Fig. 1: run 1, sequential cells grouped by signal name
Drawn at 4 px/µm. Other sequential cells in the stronger gray, the rest of the logic in the fainter gray.
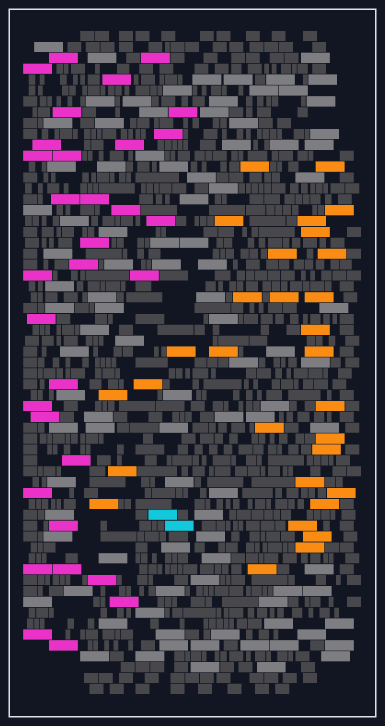
Fig. 2: run 1, a small window of the routed layout
Region (26, 104) to (66, 144) µm. Cells in gray, sequential cells in the stronger gray; small squares are vias.
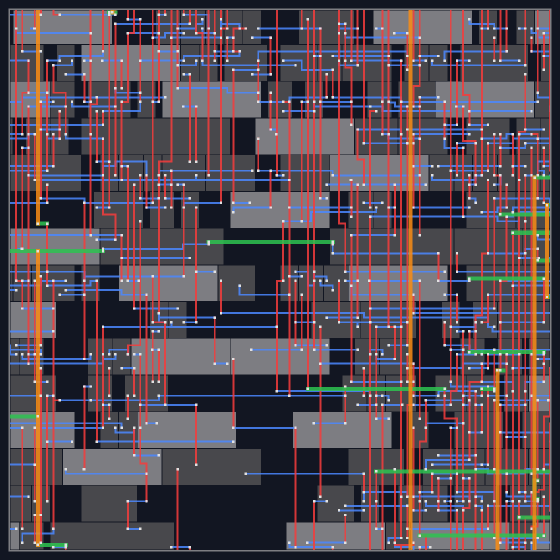
Fig. 3: run 1, signal wires on met2
Drawn at 2 px/µm.
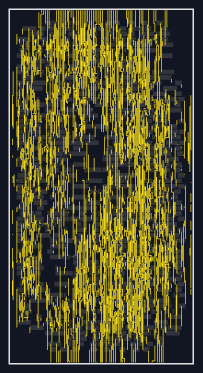
File: src/rtl/if_id_skid_reg.sv
// IF/ID boundary: two-entry skid buffer with flush; ready_F comes only from registers.
// Optional stall counter output when IF_ID_PERF_CNT_EN is defined.
module if_id_skid_reg #(
  parameter int                 DATA_W    = 32,
  parameter logic [DATA_W-1:0] RESET_PC  = '0,
  parameter logic [DATA_W-1:0] NOP_INSTR = '0
) (
  input  logic              clk,
  input  logic              rst,
  input  logic              valid_F,
  input  logic [DATA_W-1:0] instruction_F,
  input  logic [DATA_W-1:0] PC_F,
  output logic              ready_F,
  input  logic              flush,
  output logic              valid_D,
  input  logic              ready_D,
  output logic [DATA_W-1:0] IR_D,
  output logic [DATA_W-1:0] PC_D,
`ifdef IF_ID_PERF_CNT_EN
  output logic [31:0]       stall_cnt,
`endif
  output logic [DATA_W-1:0] PC_plus4_D
);

  typedef enum logic [1:0] {
    S_EMPTY,
    S_BUSY,
    S_FULL
  } state_e;

  localparam logic [DATA_W-1:0] FOUR = DATA_W'(4);

  state_e            state_q;
  logic              main_vld_q;
  logic [DATA_W-1:0] main_ir_q;
  logic [DATA_W-1:0] main_pc_q;
  logic [DATA_W-1:0] main_pc4_q;
  logic              skid_vld_q;
  logic [DATA_W-1:0] skid_ir_q;
  logic [DATA_W-1:0] skid_pc_q;

  logic              accept;
  logic              consume;
  logic [DATA_W-1:0] in_pc4_d;
  logic [DATA_W-1:0] skid_pc4_d;

  assign ready_F    = ~skid_vld_q;
  assign valid_D    = main_vld_q;
  assign IR_D       = main_ir_q;
  assign PC_D       = main_pc_q;
  assign PC_plus4_D = main_pc4_q;

  // Handshake qualifiers and PC+4 for whichever beat is captured into main.
  always_comb begin
    accept     = valid_F & ready_F;
    consume    = main_vld_q & ready_D;
    in_pc4_d   = PC_F + FOUR;
    skid_pc4_d = skid_pc_q + FOUR;
  end

  // Occupancy FSM moving beats through main and skid in FIFO order.
  always_ff @(posedge clk) begin
    if (rst || flush) begin
      state_q    <= S_EMPTY;
      main_vld_q <= 1'b0;
      main_ir_q  <= NOP_INSTR;
      main_pc_q  <= RESET_PC;
      main_pc4_q <= RESET_PC + FOUR;
      skid_vld_q <= 1'b0;
      skid_ir_q  <= '0;
      skid_pc_q  <= '0;
    end else begin
      unique case (state_q)
        S_EMPTY: begin
          if (accept) begin
            state_q    <= S_BUSY;
            main_vld_q <= 1'b1;
            main_ir_q  <= instruction_F;
            main_pc_q  <= PC_F;
            main_pc4_q <= in_pc4_d;
          end
        end
        S_BUSY: begin
          if (accept && consume) begin
            main_ir_q  <= instruction_F;
            main_pc_q  <= PC_F;
            main_pc4_q <= in_pc4_d;
          end else if (accept) begin
            state_q    <= S_FULL;
            skid_vld_q <= 1'b1;
            skid_ir_q  <= instruction_F;
            skid_pc_q  <= PC_F;
          end else if (consume) begin
            state_q    <= S_EMPTY;
            main_vld_q <= 1'b0;
          end
        end
        S_FULL: begin
          if (consume) begin
            state_q    <= S_BUSY;
            main_ir_q  <= skid_ir_q;
            main_pc_q  <= skid_pc_q;
            main_pc4_q <= skid_pc4_d;
            skid_vld_q <= 1'b0;
            skid_ir_q  <= '0;
            skid_pc_q  <= '0;
          end
        end
        default: begin
          state_q    <= S_EMPTY;
          main_vld_q <= 1'b0;
          skid_vld_q <= 1'b0;
        end
      endcase
    end
  end

`ifdef IF_ID_PERF_CNT_EN
  logic [31:0] stall_cnt_q;
  assign stall_cnt = stall_cnt_q;

  // Saturating count of cycles decode holds back a live beat; flush keeps it.
  always_ff @(posedge clk) begin
    if (rst) begin
      stall_cnt_q <= '0;
    end else if (main_vld_q && !ready_D && stall_cnt_q != '1) begin
      stall_cnt_q <= stall_cnt_q + 32'd1;
    end
  end
`endif

endmodule

File: config.mk
export PLATFORM = sky130hd
export DESIGN_NAME = if_id_skid_reg
export DESIGN_NICKNAME = d
export VERILOG_FILES = /design/src/rtl/if_id_skid_reg.sv
export SDC_FILE = /design/constraint.sdc
export NUM_CORES = 1
export LEC_CHECK = 0
export CORE_ASPECT_RATIO = 2
export CORE_MARGIN = 3
export CORE_UTILIZATION = 51
export CTS_CLUSTER_SIZE = 24
export DETAILED_ROUTE_END_ITERATION = 10
export PLACE_DENSITY = 0.81
export SLEW_MARGIN = 20
export SYNTH_ARGS = -nofsm -noshare
export SYNTH_HDL_FRONTEND = slang
export SYNTH_SLANG_ARGS = --single-unit
export TNS_END_PERCENT = 30
File: constraint.sdc
create_clock -name clk -period 2.9 [get_ports clk]
set_input_delay 0.29 -clock clk [delete_from_list [all_inputs] [get_ports clk]]
set_output_delay 0.29 -clock clk [all_outputs]
set_load 0.01 [all_outputs]
==> reports/results.ini, run 1 <==
[yosys]
syn_nets=984
synthesis.area_um2=7410
yosys.area.top_type_share_pct=43.7
postSynthAreaPerCell_um2=8.10
edff_count_synth=0
ys_seq_share_pct=43.7
yosysWarningCount=0
post_synth_num_cell_types=57
yosysTopAreaCell=sky130_fd_sc_hd__dfxtp_1
mux_share_pct=7.41
post_synth_ao_oa_area_fraction_pct=16.0
yosysCellCount=915
ys_sh_xor_pct=1.30
postSynthCellCount=915
ys_top_logic_family=simple AND/OR/NAND/NOR gates
synth_top_flop_cell=sky130_fd_sc_hd__dfxtp_1
ys_sh_adder_pct=0
yosys-top-cells-area=sky130_fd_sc_hd__dfxtp_1, sky130_fd_sc_hd__nand2_1, sky130_fd_sc_hd__nand3_1, sky130_fd_sc_hd__mux2i_1, sky130_fd_sc_hd__a21oi_1
synth_flops=162
yosys_area_um2=7410
async_reset_ff_share_pct=0
synth-simple-area-share_pct=26.7

[routing]
drt_first_iter_violations=343
vias=7272
wl_mm=21.6
drt-pass1-iter-count=5
routed_vias_inst=5.81
wl_per_cell_um=17.3
ant_nets=0
drt_drc_violations_left=0

[worst_setup_path]
path_class=reg -> reg
data_arrival_time_of_the_critical_path_ps=3070
path_buffers=2
critPathTopFamily=simple AND/OR/NAND/NOR gates
path_max_fanout=24
crit_chain=nand2b_4, buf_4, buf_4, mux2i_1, nand4b_1, nor4_1, mux2i_1, nand2_1
crit_slowest_cell=sky130_fd_sc_hd__nor4_1
crit_path_start_kind=flip-flop
largest_stage_delay_worst_path_ps=530
endpoint_required_time_on_the_critical_path_ps=3210
endpoint_kind=flip-flop

[placement]
placedInstanceArea_um2=9270
routabilityCongestion=0.942
preCtsSetupSlack_ps=211
dp_hpwl_mm=15.1
io_buffer_count=166

[layout]
seqCellArea_um2=3240
lay_top_count=sky130_fd_sc_hd__nand2_1
utilization_pct=70.5
layout.filler_cells=1197
antenna_cells=0
most_used_cells_in_the_layout_excluding_fill_and_tap_cells=sky130_fd_sc_hd__nand2_1, sky130_fd_sc_hd__clkdlybuf4s50_1, sky130_fd_sc_hd__dfxtp_1
drive_gt1_share_pct=7.82
gate_area_um2=3850
area.growth.synth_to_final_pct=33.5
nNetsFinal=1118
design_area_um2=9900

[clock_tree]
postCtsResizedCells=0
hold_buffers=0
post-cts-setup-buffer-count=0
clock_path_buffers=2
clk_pin_slew_ps=70
clkLatencyLatePin_ps=420
root_buffer=sky130_fd_sc_hd__clkbuf_16
clock_sinks=162
ctsHtreeMaxLevel=4
tritoncts_buffers=17
cts_tree=done

[global_route]
grt_pass1_vias=7040
antenna_found_initial=0
grt_overflow=0
groute.usage.overall_pct=26.6
pin_count_of_the_biggest_net_entering_global_routing=80
grt_first_pass_wirelength_mm=34.6

[power]
static-leakage-power_nw=3.69
ir_drop_v=0.000428
power.density_nw_per_um2=549

[die]
chipHeight_um=177
placeableCoreArea_um2=14000
chip_area_um2=16100
rows=61
floorplanUtilization_pct=52.8
die_width_um=91.3
design.portCount=167

[timing]
grt_setup_unrepaired=false
clock-skew-final_ps=21.1
max_slew_margin_pct=38.3
final.setup.worst_slack_ps=132
tns_ps=0
worstMarginPinSlew_ps=925
final_max_slew_viol_count=0
maxClockFrequency_ghz=0.361
finalCritPeriodShare_pct=95.4
timing.final.hold_violations=0
min_period_ps=2770
report.final.setup_viol=0

[flow_run]
tool_warnings=26
drv_cap=0

[outcome]
outcome=finished clean

[min_path]
hold_path_class=reg -> reg

Notes on Fig. 1 above:
Key: orange = PC_plus4_D [sequential cells 30]; cyan = state_q [sequential cells 2]; magenta = skid_ir_q [sequential cells 32]

Notes on Fig. 2 above:
Key: orange = met4; green = met3; red = met2; blue = met1
Netlist names of flops here include skid_pc_q (6), IR_D (4), skid_ir_q (4). 128 logic cells have their middle in the window. Most frequent: nand2_1 (24), dfxtp_1 (19), nand3_1 (15). Sequential cells in the window: 19.

Notes on Fig. 3 above:
The layer carries 11900 µm of wire. 946 nets have wire on it.

[run 1: logic make-up (layout without fill, tap and decap cells)]
kind of cell / Yosys count / in the layout
buf+inv: 80 / 227
simple gates: 437 / 437
flops: 162 / 162
compound gates: 175 / 175
mux: 50 / 50
xor+xnor: 11 / 11
[run 1: cell usage after synthesis, types with 12 or more instances]
master	count
sky130_fd_sc_hd__nor2_1	85
sky130_fd_sc_hd__mux2i_1	40
sky130_fd_sc_hd__a311oi_1	35
sky130_fd_sc_hd__clkbuf_1	47
sky130_fd_sc_hd__a21oi_1	76
sky130_fd_sc_hd__nand3_1	94
sky130_fd_sc_hd__dfxtp_1	162
sky130_fd_sc_hd__and3_1	14
sky130_fd_sc_hd__nor3_1	12
sky130_fd_sc_hd__a211oi_1	28
sky130_fd_sc_hd__buf_1	17
sky130_fd_sc_hd__nand2_1	192
[run 1: metal layers]
layer / up-vias / routed length [µm] / GRT usage [%]
li1: 3535 / - / -
met4: 0 / 895 / 13.7
met5: - / 0 / 0
met1: 3403 / 7750 / 27.8
met2: 270 / 11900 / 49.6
met3: 64 / 1110 / 5.37
[run 1: worst paths after layout]
kind / startpoint / cells after the start / end / slack (ps)
setup / recovery: state_q[0]$_SDFFE_PP0P_ / 8 / PC_plus4_D[25]$_SDFFE_PP0P_ / 130
hold / removal: skid_ir_q[20]$_SDFFE_PP0P_ / 2 / skid_ir_q[20]$_SDFFE_PP0P_ / 450
setup reg to reg: state_q[0]$_SDFFE_PP0P_ / 8 / PC_plus4_D[25]$_SDFFE_PP0P_ / 130
hold reg to reg: skid_ir_q[20]$_SDFFE_PP0P_ / 2 / skid_ir_q[20]$_SDFFE_PP0P_ / 450
[run 1: report_power, final]
| part | internal (mW) | total [mW] | switching [mW] |
|---|---|---|---|
| clock | 1.41 | 2.39 | 0.979 |
| combinational | 0.326 | 0.705 | 0.379 |
| sequential | 2.30 | 2.34 | 0.0444 |
[run 1: layout make-up]
cell class / count / share of cell area, %
well taps: 189 / 2.39
multi-input cells: 673 / 38.9
repair buffers: 193 / 19.5
inverters: 2 / 0.0758
clock buffers: 18 / 4.44
flip-flops and latches: 162 / 32.8
clock inverters: 14 / 1.95
[run 1: worst register-to-register path, delay by kind of cell (launching register included)]
kind	cells	cell delay (ps)
buffers and inverters	2	570
muxes	2	520
and+or+nand+nor	4	1240
DFF	1	330
[run 1: per-stage QoR]
stage               hold WS, ps  cells  total power [mW]
finish                      451   1251              5.44
CTS                         445   1251              5.48
floorplan                   429    915              2.73
global route                463   1251              5.63
detailed placement          443   1219              3.09
global placement            437   1219              3.08
[run 1: flip-flops by register name (all words and copies together) (netlist names)]
signal,count
IR_D,32
PC_D,32
PC_plus4_D,30
skid_ir_q,32
skid_pc_q,32
skid_vld_q,1
state_q,2
valid_D,1
Fig. 4: run 1, gate-type map
Drawn at 4 px/µm.
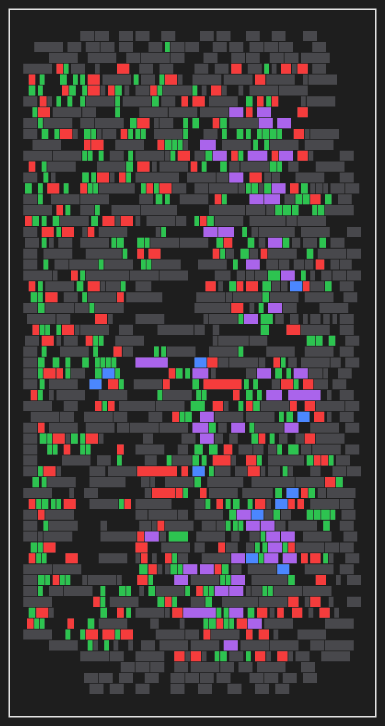

==> run 2, diff against run 1 <==
--- a/config.mk
+++ b/config.mk
@@ -5,13 +5,15 @@
 export SDC_FILE = /design/constraint.sdc
 export NUM_CORES = 1
 export LEC_CHECK = 0
+export ABC_AREA = 1
+export CAP_MARGIN = 20
 export CORE_ASPECT_RATIO = 2
 export CORE_MARGIN = 3
 export CORE_UTILIZATION = 51
 export CTS_CLUSTER_SIZE = 24
 export DETAILED_ROUTE_END_ITERATION = 10
-export PLACE_DENSITY = 0.81
-export SLEW_MARGIN = 20
+export PLACE_DENSITY = 0.8
+export SLEW_MARGIN = 0
 export SYNTH_ARGS = -nofsm -noshare
 export SYNTH_HDL_FRONTEND = slang
 export SYNTH_SLANG_ARGS = --single-unit
Fig. 5: run 2, gate-type map
Drawn at 3 px/µm.
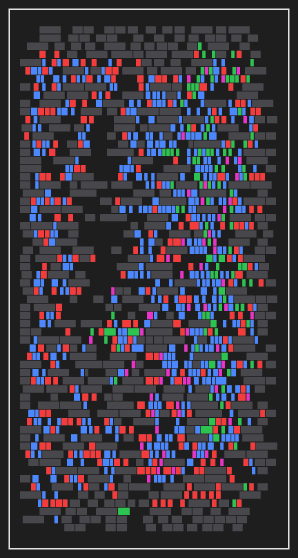
Key: green = NOR gates [cells 103]; magenta = inverters [cells 61]; red = inverting AOI/OAI gates [cells 247, where all over the die]; blue = NAND gates [cells 455, where all over the die]

==> run 2 against run 1 <==
Critical path type unchanged. Largest power group is now sequential cells. Largest cell class unchanged. Maximum frequency up 15%. Non-clock buffer count down 3. Cell area unchanged. Critical path depth up 1. Routed wire length up 6.6%. Register-to-register slack better by 360 ps. Global-route usage up 1.0 points. Flip-flop count unchanged.
==> reports/results.ini, run 2 <==
[outcome]
outcome=finished clean

[timing]
max_slew_margin_pct=50.4
worstMarginPinSlew_ps=736
clock-skew-final_ps=10.5
grt_setup_unrepaired=false
maxClockFrequency_ghz=0.415
report.final.setup_viol=0
tns_ps=0
final_max_slew_viol_count=0
min_period_ps=2410

[worst_setup_path]
path_max_fanout=44
critPathTopFamily=buffers and inverters
largest_stage_delay_worst_path_ps=460
crit_slowest_cell=sky130_fd_sc_hd__dfxtp_1
endpoint_required_time_on_the_critical_path_ps=3230
crit_chain=inv_2, nand2_4, buf_4, buf_4, nand2_1, o21ai_1, nand2_2, buf_4, a211oi_1
path_class=reg -> reg
path_buffers=4
endpoint_kind=flip-flop
ff2ff_setup_slack_ps=490

[clock_tree]
clk_pin_slew_ps=70
clkLatencyLatePin_ps=420
postCtsResizedCells=0
cts_tree=done
hold_buffers=0
tritoncts_buffers=17
post-cts-setup-buffer-count=0
clock_sinks=162
ctsHtreeMaxLevel=4

[power]
ir_drop_v=0.000538
share_seq_of_total_power_pct=44.6
p_sw_mw=1.48
power_frac_comb_pct=14.7
power_report.internal_total_mw=3.79
power.share.clock_pct=40.7
total_power_mw=5.27

[global_route]
antenna_found_initial=0
pin_count_of_the_biggest_net_entering_global_routing=93
grt_overflow=0
groute.usage.overall_pct=27.7
grt_first_pass_wirelength_mm=36.9
grt_pass1_vias=7496

[layout]
nNetsFinal=1308
gate_area_um2=3760
area.growth.synth_to_final_pct=29.2
utilization_pct=68.3
layout.filler_cells=1308
instances_no_fill=1444
lay_top_count=sky130_fd_sc_hd__nand2_1
drive_gt1_share_pct=7.11
seqCellArea_um2=3240
antenna_cells=0

[die]
die_width_um=92.7
floorplanUtilization_pct=52.8
chipHeight_um=179
rows=62
placeableCoreArea_um2=14500
design.portCount=167
chip_area_um2=16600

[yosys]
synthesis.area_um2=7660
syn_nets=1184
yosys_area_um2=7660
yosysWarningCount=0
postSynthAreaPerCell_um2=6.87
synth_flops=162
postSynthCellCount=1115
yosys.area.top_type_share_pct=42.3
synth_top_flop_cell=sky130_fd_sc_hd__dfxtp_1
post_synth_num_cell_types=30
edff_count_synth=0
yosysTopAreaCell=sky130_fd_sc_hd__dfxtp_1
async_reset_ff_share_pct=0
synthMostInstantiatedCell=sky130_fd_sc_hd__nand2_1
ys_seq_share_pct=42.3
synth.top_cells.by_count=sky130_fd_sc_hd__nand2_1, sky130_fd_sc_hd__dfxtp_1, sky130_fd_sc_hd__a21oi_1, sky130_fd_sc_hd__nor2_1, sky130_fd_sc_hd__o21ai_0

[routing]
routed_vias_inst=5.57
ant_nets=0
drt_first_iter_violations=570
drt_drc_violations_left=0
vias=8038
wl_mm=23.0
wl_per_cell_um=16.0

[min_path]
hold_path_class=reg -> reg

[placement]
io_buffer_count=166

[flow_run]
tool_warnings=26
drv_cap=0

[run 2: cell types whose count changed after synthesis, moves of 34 or more]
cell	previous run	this run
sky130_fd_sc_hd__o21ai_0	7	81
sky130_fd_sc_hd__mux2i_1	40	0
sky130_fd_sc_hd__inv_1	2	57
sky130_fd_sc_hd__a311oi_1	35	1
sky130_fd_sc_hd__nand3_1	94	50
sky130_fd_sc_hd__nand2_1	192	335
sky130_fd_sc_hd__nand4_1	8	54
[run 2: through the flow]
step	instance area [µm²]	hold WS [ps]	worst slack [ps]
after CTS	9900	459	516
after floorplan	7660	431	1320
after global routing	9900	467	281
after detailed placement	9340	449	531
after global placement	9340	441	612
final	9900	460	493
[run 2: cell type report]
cell class,count,share of cell area [%]
Timing Repair Buffer,190,18.9
Inverter,61,2.34
Multi-Input combinational cell,807,38.0
Clock inverter,13,1.15
Sequential cell,162,32.8
Clock buffer,19,4.47
Tap cell,192,2.43
[run 2: worst paths after layout]
check | startpoint | end | cells past startpoint
setup / recovery | state_q[0]$_SDFFE_PP0P_ | skid_pc_q[11]$_SDFFE_PP0P_ | 9
hold / removal | skid_pc_q[31]$_SDFFE_PP0P_ | skid_pc_q[31]$_SDFFE_PP0P_ | 2
setup reg to reg | state_q[0]$_SDFFE_PP0P_ | skid_pc_q[11]$_SDFFE_PP0P_ | 9
hold reg to reg | skid_pc_q[31]$_SDFFE_PP0P_ | skid_pc_q[31]$_SDFFE_PP0P_ | 2
[run 2: power by group through the flow]
stage	Sequential, mW	Combinational [mW]	Clock (mW)
CTS	2.35	0.773	2.17
global placement	2.40	0.758	0
global route	2.36	0.848	2.26
detailed placement	2.40	0.769	0
finish	2.35	0.772	2.15
floorplan	2.42	0.392	0
[run 2: cells by family (layout without fill, tap and decap cells)]
group / count (synthesis) / in the layout / synth area share (%)
buffers and inverters: 146 / 283 / 8.88
AOI/OAI and AO/OA: 249 / 249 / 17.8
and+or+nand+nor: 558 / 558 / 31.0
DFF: 162 / 162 / 42.3
[run 2: metal layers]
metal | vias to the layer above | routed length, µm | global-route usage, %
li1 | 3970 | - | -
met1 | 3675 | 8380 | 30.1
met2 | 324 | 12300 | 51.4
met3 | 69 | 1310 | 4.26
met4 | 0 | 1050 | 14.0
met5 | - | 0 | 0
[run 2: tightest hold or removal path, cell delays in order, from the launching register on]
cell	delay (ps)
sky130_fd_sc_hd__dfxtp_1	300
sky130_fd_sc_hd__inv_1	60
sky130_fd_sc_hd__a211oi_1	60
Fig. 6: run 2, congestion heat map
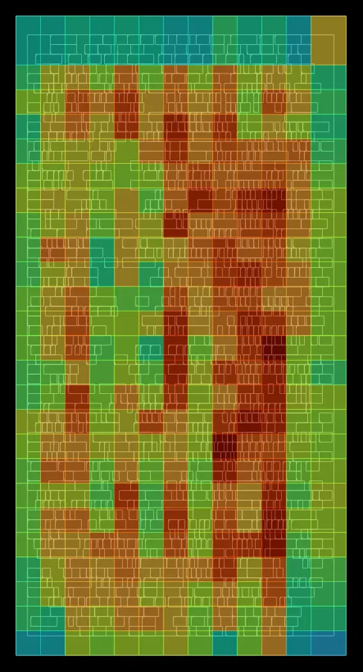

==> run 3, diff against run 2 <==
--- a/config.mk
+++ b/config.mk
@@ -9,10 +9,10 @@
 export CAP_MARGIN = 20
 export CORE_ASPECT_RATIO = 2
 export CORE_MARGIN = 3
-export CORE_UTILIZATION = 51
+export CORE_UTILIZATION = 46
 export CTS_CLUSTER_SIZE = 24
 export DETAILED_ROUTE_END_ITERATION = 10
-export PLACE_DENSITY = 0.8
+export PLACE_DENSITY = 0.76
 export SLEW_MARGIN = 0
 export SYNTH_ARGS = -nofsm -noshare
 export SYNTH_HDL_FRONTEND = slang
==> constraint.sdc (replaced) <==
create_clock -name clk -period 2.2 [get_ports clk]
set_input_delay 0.22 -clock clk [delete_from_list [all_inputs] [get_ports clk]]
set_output_delay 0.22 -clock clk [all_outputs]
set_load 0.01 [all_outputs]
Fig. 7: run 3, congestion heat map
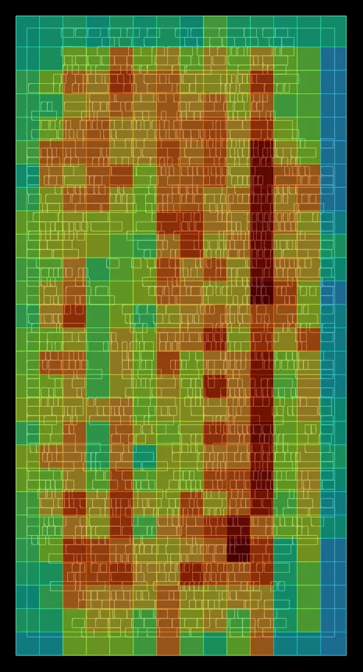
met1 Usage GRT: 28.2%
final core area utilization: 62.8%

==> run 3 against run 2 <==
Flip-flop count unchanged. Area after synthesis unchanged. Non-clock buffer count increased by 23. Hold slack got worse by 63 ps. Critical path depth increased by 1. Combinational power increased by 41%. Highest routed layer unchanged. Total power increased by 33%.
==> reports/results.ini, run 3 <==
[outcome]
outcome=finished clean

[placement]
io_buffer_count=166
routabilityCongestion=0.967
placedInstanceArea_um2=9640
dp_hpwl_mm=16.6

[clock_tree]
postCtsResizedCells=0
clk_pin_slew_ps=60
tritoncts_buffers=17
hold_buffers=0
ctsHtreeMaxLevel=4
cts_tree=done
clkLatencyLatePin_ps=430
clock_path_buffers=2
post-cts-setup-buffer-count=0
clock_sinks=162
root_buffer=sky130_fd_sc_hd__clkbuf_16

[yosys]
yosysWarningCount=0
postSynthAreaPerCell_um2=6.87
async_reset_ff_share_pct=0
yosysCellCount=1115
synth.top_cells.by_count=sky130_fd_sc_hd__nand2_1, sky130_fd_sc_hd__dfxtp_1, sky130_fd_sc_hd__a21oi_1, sky130_fd_sc_hd__nor2_1, sky130_fd_sc_hd__o21ai_0
synthesis.area_um2=7660
synth_flops=162
postSynthCellCount=1115
yosysTopAreaCell=sky130_fd_sc_hd__dfxtp_1
synthMostInstantiatedCell=sky130_fd_sc_hd__nand2_1
yosys-top-cells-area=sky130_fd_sc_hd__dfxtp_1, sky130_fd_sc_hd__nand2_1, sky130_fd_sc_hd__a21oi_1, sky130_fd_sc_hd__o21ai_0, sky130_fd_sc_hd__nand4_1
yosys.area.top_type_share_pct=42.3
ys_seq_share_pct=42.3
synth_top_flop_cell=sky130_fd_sc_hd__dfxtp_1
syn_nets=1184
edff_count_synth=0
post_synth_num_cell_types=30
yosys_area_um2=7660

[worst_setup_path]
largest_stage_delay_worst_path_ps=440
endpoint_required_time_on_the_critical_path_ps=2530
critPathTopFamily=simple AND/OR/NAND/NOR gates
crit_path_start_kind=flip-flop
data_arrival_time_of_the_critical_path_ps=2330
r2r_start=state_q[1]$_SDFFE_PP0P_
startpoint=state_q[1]$_SDFFE_PP0P_
crit_slowest_cell=sky130_fd_sc_hd__dfxtp_1
reg2regPathDepth=10
path_max_fanout=17
path_class=reg -> reg
ff2ff_setup_slack_ps=190
path_buffers=2
endpoint_kind=flip-flop
crit-reg2reg-capture=PC_plus4_D[21]$_SDFFE_PP0P_
crit_chain=buf_4, nand3_1, nand2_1, inv_1, nor2_1, nand3_2, nor2_2, nand2_1, o21ai_1, nor2_1

[global_route]
groute.usage.overall_pct=25.9
antenna_found_initial=1
grt_first_pass_wirelength_mm=38.6
grt_pass1_vias=7735
globalRoute.busiestLayer=met2
use_met2_pct=46.5
pin_count_of_the_biggest_net_entering_global_routing=69
grt_util_met3_pct=4.71
grt_overflow=0

[timing]
worstMarginPinSlew_ps=608
grt_setup_unrepaired=false
timing.final.hold_violations=0
final_max_slew_viol_count=0
tns_ps=0
report.final.setup_viol=0
max_slew_margin_pct=59.5
finalCritPeriodShare_pct=91.2
min_period_ps=2010
clock-skew-final_ps=11.4
maxClockFrequency_ghz=0.499

[flow_run]
tool_warnings=26
drv_cap=0

[power]
static-leakage-power_nw=4.00
power.density_nw_per_um2=685
ir_drop_v=0.000568

[routing]
drt-pass1-iter-count=6
wl_mm=23.8
wl_per_cell_um=16.1
vias=8074
ant_nets=0
drt_drc_violations_left=0
drt_first_iter_violations=445
routed_vias_inst=5.46

[die]
chipHeight_um=189
design.portCount=167
rows=66
die_width_um=97.3
floorplanUtilization_pct=47.1
chip_area_um2=18300
placeableCoreArea_um2=16300

[layout]
lay_top_count=sky130_fd_sc_hd__nand2_1
most_used_cells_in_the_layout_excluding_fill_and_tap_cells=sky130_fd_sc_hd__nand2_1, sky130_fd_sc_hd__clkdlybuf4s50_1, sky130_fd_sc_hd__dfxtp_1
nNetsFinal=1331
design_area_um2=10200
area.growth.synth_to_final_pct=33.2
drive_gt1_share_pct=8.78

[min_path]
hold_path_class=in -> reg
worst_hold_path.endpoint=IR_D[19]$_SDFFE_PP0P_
holdCritStartpoint=instruction_F[19]
timing.hold.worst_path_depth=3

run 3: cell counts after synthesis:
No cell type changed its count.
run 3: power breakdown:
group          leakage [nW]  switching (mW)  internal [mW]  total (mW)
registers              1.32          0.0606           3.04        3.10
logic                  2.42           0.601          0.488        1.09
clock network         0.265            1.24           1.57        2.81
total                  4.00            1.90           5.10        7.00
run 3: metal layers:
layer | part of all wire (%) | routed length, µm
met5 | 0 | 0
met2 | 52 | 12400
met3 | 5.2 | 1240
met1 | 37 | 8870
met4 | 5.4 | 1290
run 3: how the worst max path moves through the flow:
stage,end,depth (start not counted)
floorplan,PC_D[10]$_SDFFE_PP0P_,8
global placement,PC_plus4_D[30]$_SDFFE_PP0P_,11
detailed placement,IR_D[15]$_SDFFE_PP0P_,8
CTS,PC_plus4_D[21]$_SDFFE_PP0P_,10
global route,IR_D[13]$_SDFFE_PP0P_,8
finish,PC_plus4_D[21]$_SDFFE_PP0P_,10
run 3: tightest hold or removal path, cell delays in order:
cell	delay, ps
sky130_fd_sc_hd__clkdlybuf4s50_1	420
sky130_fd_sc_hd__nand2_1	70
sky130_fd_sc_hd__a31oi_1	70
run 3: area by class of cell:
| class | instances | area [µm²] |
|---|---|---|
| Fill cell | 1487 | 6060 |
| Multi-Input combinational cell | 807 | 3760 |
| Sequential cell | 162 | 3240 |
| Timing Repair Buffer | 213 | 2150 |
| Clock buffer | 22 | 484 |
| Tap cell | 204 | 255 |
| Inverter | 61 | 231 |
| Clock inverter | 10 | 78.8 |
| Antenna cell | 1 | 2.50 |
run 3: kinds of logic after synthesis:
| kind of cell | Yosys count | share of synthesized area [%] |
|---|---|---|
| DFF | 162 | 42.3 |
| AOI/OAI and AO/OA | 249 | 17.8 |
| and+or+nand+nor | 558 | 31.0 |
| buffers and inverters | 146 | 8.88 |
run 3: stage by stage:
step / setup slack [ps] / util, % / power [mW] / cells / hold WS [ps]
after floorplan: 622 / - / 3.71 / 1115 / 380
after global placement: 159 / 59.3 / 4.23 / 1447 / 441
after detailed placement: 121 / 59.3 / 4.25 / 1447 / 449
after CTS: 189 / 62.7 / 7.04 / 1479 / 384
after global routing: 16.0 / 62.8 / 7.28 / 1480 / 408
final: 194 / 62.8 / 7.00 / 1480 / 397
Power figures rest on the tool's default switching activity, not on a simulated workload.
